==> config.mk <==
export PLATFORM = sky130hd
export DESIGN_NAME = alu_8bit
export DESIGN_NICKNAME = d
export VERILOG_FILES = /design/src/rtl/alu_8bit.sv
export SDC_FILE = /design/constraint.sdc
export NUM_CORES = 1
export LEC_CHECK = 0
export CORE_MARGIN = 3
export CORE_UTILIZATION = 45
export CTS_BUF_LIST = sky130_fd_sc_hd__clkbuf_2 sky130_fd_sc_hd__clkbuf_4 sky130_fd_sc_hd__clkbuf_8
export DETAILED_ROUTE_END_ITERATION = 16
export DONT_BUFFER_PORTS = 1
export GPL_TIMING_DRIVEN = 0
export SLEW_MARGIN = 10
export SYNTH_ARGS = -nofsm -noshare
export SYNTH_HDL_FRONTEND = slang
export SYNTH_SLANG_ARGS = --single-unit
export TNS_END_PERCENT = 30
==> constraint.sdc <==
create_clock -name clk -period 12.1 [get_ports clk]
set_clock_uncertainty 0.2 [all_clocks]
set_input_delay 2.42 -clock clk [delete_from_list [all_inputs] [get_ports clk]]
set_output_delay 2.42 -clock clk [all_outputs]
set_load 0.05 [all_outputs]
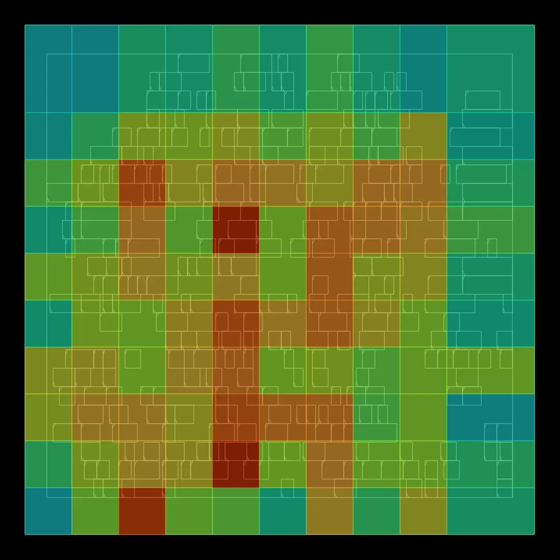
**Above:** routing congestion map.
post-route core utilization: 0.507
global router's overall resource usage: 0.239

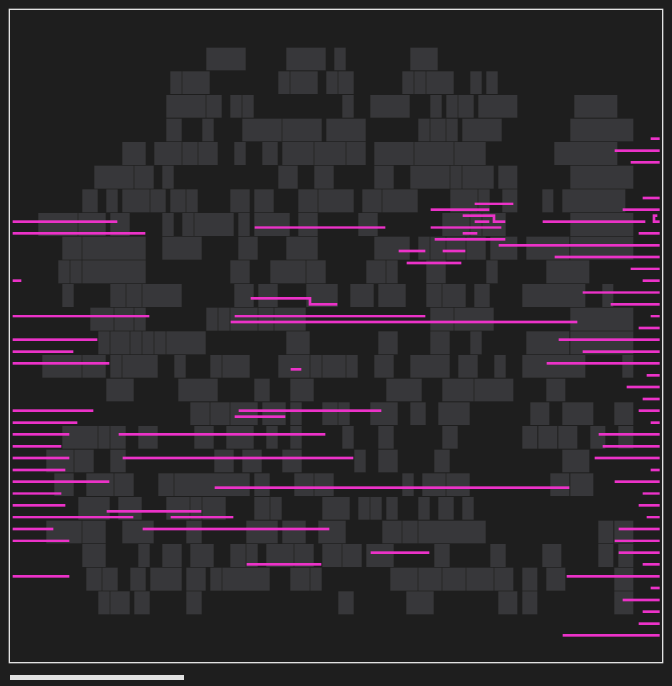
**Above:** the metal 3 layer.
Scale bar: 20 µm.
nets with wire on the layer: 86
wire length on this layer: 659 µm
vias after detailed routing: 2396
Total Routed Length: 6810 µm
Global Route met3 Usage: 0.0267

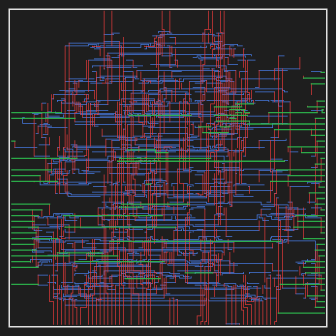
**Above:** wiring by layer.
| layer | colour | wire length |
|---|---|---|
| met2 | red | 2960 µm |
| met3 | green | 659 µm |
| met1 | blue | 3190 µm |
average wire length per cell after detail routing: 19.5 µm

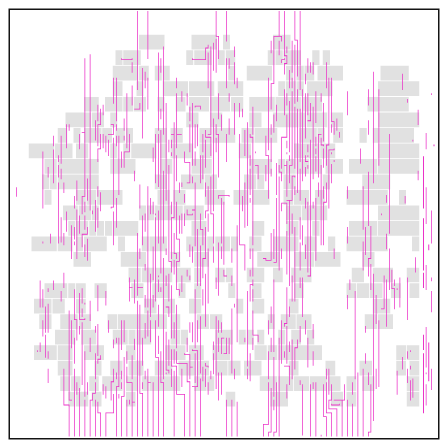
**Above:** M2 wires.
wire length on this layer: 2960 µm
share of all routed wire: 44%
met2 Resource Use GR: 0.357

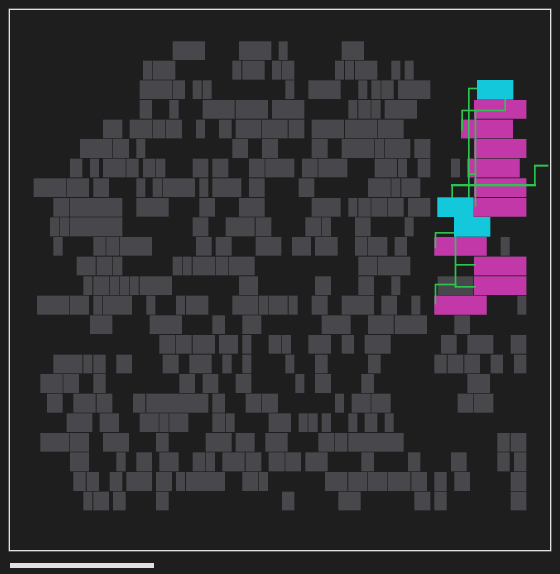
**Above:** clock network drawn from the DEF.
Scale bar: 20 µm.
[clock wires] green | length: 96.8 µm
[flip-flops] magenta | count: 10
[cells driving clock nets] cyan | count: 3
routed clock nets: 4
part of the total power dissipated in the clock network: 0.371
power consumed by the clock network: 0.0395 mW

==> run summary <==
From the run reports.

- The yosys synthesis chip area reads 2140 µm².
- The post-cts hold buffer count reads 0.
- The ratio of final minimum period to clock period reads 0.570.
- The number of H-tree levels reads 1.
- Yosys reports the multiplexer fraction of the synthesized area as 0.0280.
- Warnings reported by Yosys during synthesis add up to 0.
- The number of clock sinks is 10.
- The switching power reads 0.0287 mW.
- The count of antenna diodes in the layout reads 0.
- Max fanout on the critical path was recorded as 10.
- The clock-pin slew of the registers on the worst-case setup and hold paths reads 40 ps.
- The number of multi-input combinational cells in the layout is 251.
- The kind of end point of the critical path reads a flip-flop.
- The uppermost signal routing layer after detailed routing is met3.
- Detailed placement ended at an HPWL of about 5700 µm.
- CTS placed an instance of clkbuf_8 at the clock tree root.
- The portion of synthesized cell area occupied by the leading cell type reads 0.134.
- The area occupied by multi-input gates reads 1820 µm².
- The effective utilization at floorplan is 0.479.
- The shortest clock period the worst path allows after layout is between 6000 and 7000 ps.
- The setup total negative slack reads 0 ps.
- The flip-flop count of the largest register after layout reads 8.
- The total of buffers placed on input and output ports reads 0.
- The mapped cell area reads 2140 µm².
- The sequential cell area reads about 200 µm².
- For this run, the top clock speed supported by timing is 145 MHz.
- The number of nets with antenna violations after routing reads 0.
- Yosys mapped the design onto 50 distinct sky130hd cell types.
- The final instance area is ~2300 µm².
- Endpoints with negative setup slack in the final report add up to 0.
- Per the final report, the share of cell area in non-clock buffers is 0.0177.
- The post-cts sizing count is 0.
- The data arrival time of the critical path reads 6840 ps.
- The power report attributes to the combinational group a share of 0.310.
- The power density normalized to cell area reads 46.9 nW/µm².
- According to the timing report, the data required time at the worst endpoint equals approximately 12000 ps.
- The main flop type after synthesis is dfxtp_1.
- The timing report attributes the biggest portion of critical-path delay to simple AND/OR/NAND/NOR gates.
- The number of signal-net inverters in the final layout is 24.
- The average instance in the mapped netlist occupies ~7.3 µm².
- For this floorplan the total number of well-tap instances is 52.
- The detailed-routing wirelength on met1 reads 3190 µm.
- The wire length of the first global-routing pass reads ~11000 µm.
- From synthesis to final layout, the design area changed by 5.90%.
- The global placer's final weighted congestion reads around 0.86.
- After synthesis, the most frequently instantiated cells are nand4_1 (25), nand2_1 (24), ha_1 (23).
- Per the OpenROAD floorplan log, the height of the die is about 75 µm.
- The detailed route wirelength on metal2 is 2960 µm.
- The layout net count is 424.
- Summed over all nets, wire length on met3 after detailed routing comes to 658 µm.
- Excluding fillers, the count of instances in the completed layout stands at between 300 and 400.
- The final layout report lists a non-clock buffer count of 8.
- The flow ran to the end, and the final reports show no timing, DRC or antenna violations.
- The cell sequence reported for the critical path is nor4_1, nand4_1, or4_1, or4_1, buf_2, clkbuf_1, o22ai_1, a21oi_1, fa_1, fa_1, nor2b_1, o21a_1, o21ai_0, nand2b_1, a211oi_1, a311o_1, a31oi_1.
- Counting every instance in the synthesized netlist gives 293.
- By area, the combinational part of the netlist is dominated by simple AND/OR/NAND/NOR gates.
- After detailed routing, the number of vias per cell comes to 6.87.
- The number of antenna violations at the first check in global routing was 0.
- The register bit total from synthesis reads 10.
- The fraction of the yosys area taken by sequential cells reads 0.0935.
- The number of max-cap violations reads 0.
- The simple-gate portion of the synthesized area reads 0.478.
- The post-synth count of flops with an enable pin is 0.
- The logic depth of the worst setup path including buffers reads 17.
- The transition time at the pin with the least slew margin is 1020 ps.
- The instance area at placement is 2210 µm².
- The count of buffer and inverter cells on the critical path is 2.
- TritonCTS built the clock tree.
- The power group with the largest share reads the clock network.
- The sequential portion of the cell area reads 0.0883.
- The first-pass detailed-route iteration total reads 7.
- In the post-synthesis netlist, the biggest area contributors are ha_1 (13%), dfxtp_1 (9.3%), nand4_1 (7.3%).
- The most frequent logic cell in the layout reads nand4_1.
- The clock tree buffer count of the final layout is 4.
- The reported sequential group power is around 0.034 mW.
- The number of primary I/O pins reads 111.
- The worst setup path is of the input pin to flip-flop kind.
- The delay of the slowest critical-path stage is 590 ps.
- The synthesized-area fraction occupied by ao, oa, aoi and oai cells is 0.166.
- The kind of start point of the critical path reads an input pin.
- The area of the die reads roughly 5600 µm².
- The share of final-layout standard cells stronger than drive strength 1 is 0.0673.
- The proportion of total power due to net switching reads 0.270.
- The setup slack after placement is 5010 ps.
- The count of sequential standard cells is 10.
- The cell count after placement is 345.
- Total power for the finished layout comes to 0.106 mW.
- The met1 routing resource usage after global routing reads 0.372.
- Pins over their slew limit in the final report were tallied at 0.
- The filler cell count is about 460.
- The tightest min-delay check is of the input pin to flip-flop type.
- Setup repair after global routing left no endpoint under its margin.
- The number of global-route vias before repair came to 2220.
- The iteration-0 DRC count of the detailed router is between 150 and 200.
- Global route summary, busiest routing layer listed as met1.
- For reference, the placement row count at floorplan is 24.
- The area fraction in xor and xnor cells is 0.0204.
- The leakage power reads 0.785 nW.
- The total tool warning count reads 34.
- The cell-internal power is 0.0777 mW.
- The leading cell type by number of instances after synthesis reads nand4_1.
- In the layout the commonest cells are nand4_1 (25), nand2_1 (24), ha_1 (23), inv_1 (22), nor3_1 (17).
- The number of nets at floorplan reads 419.
- Entering global routing, the biggest net connects 11 pins.
- The maximum resistive drop on vdd reads around 0.000047 V.
- The x dimension of the die is 75.0 µm.
- The power report attributes to the sequential group a share of 0.319.
- The post-layout worst setup margin is between 5000 and 6000 ps.
- The count of final hold-check violations reads 0.
- Across all checked pins, the minimum headroom to the slew limit is 0.321.
- The DRC violations left reads 0.
- The worst hold path cell count is 2.
Power and IR drop assume default switching activity.
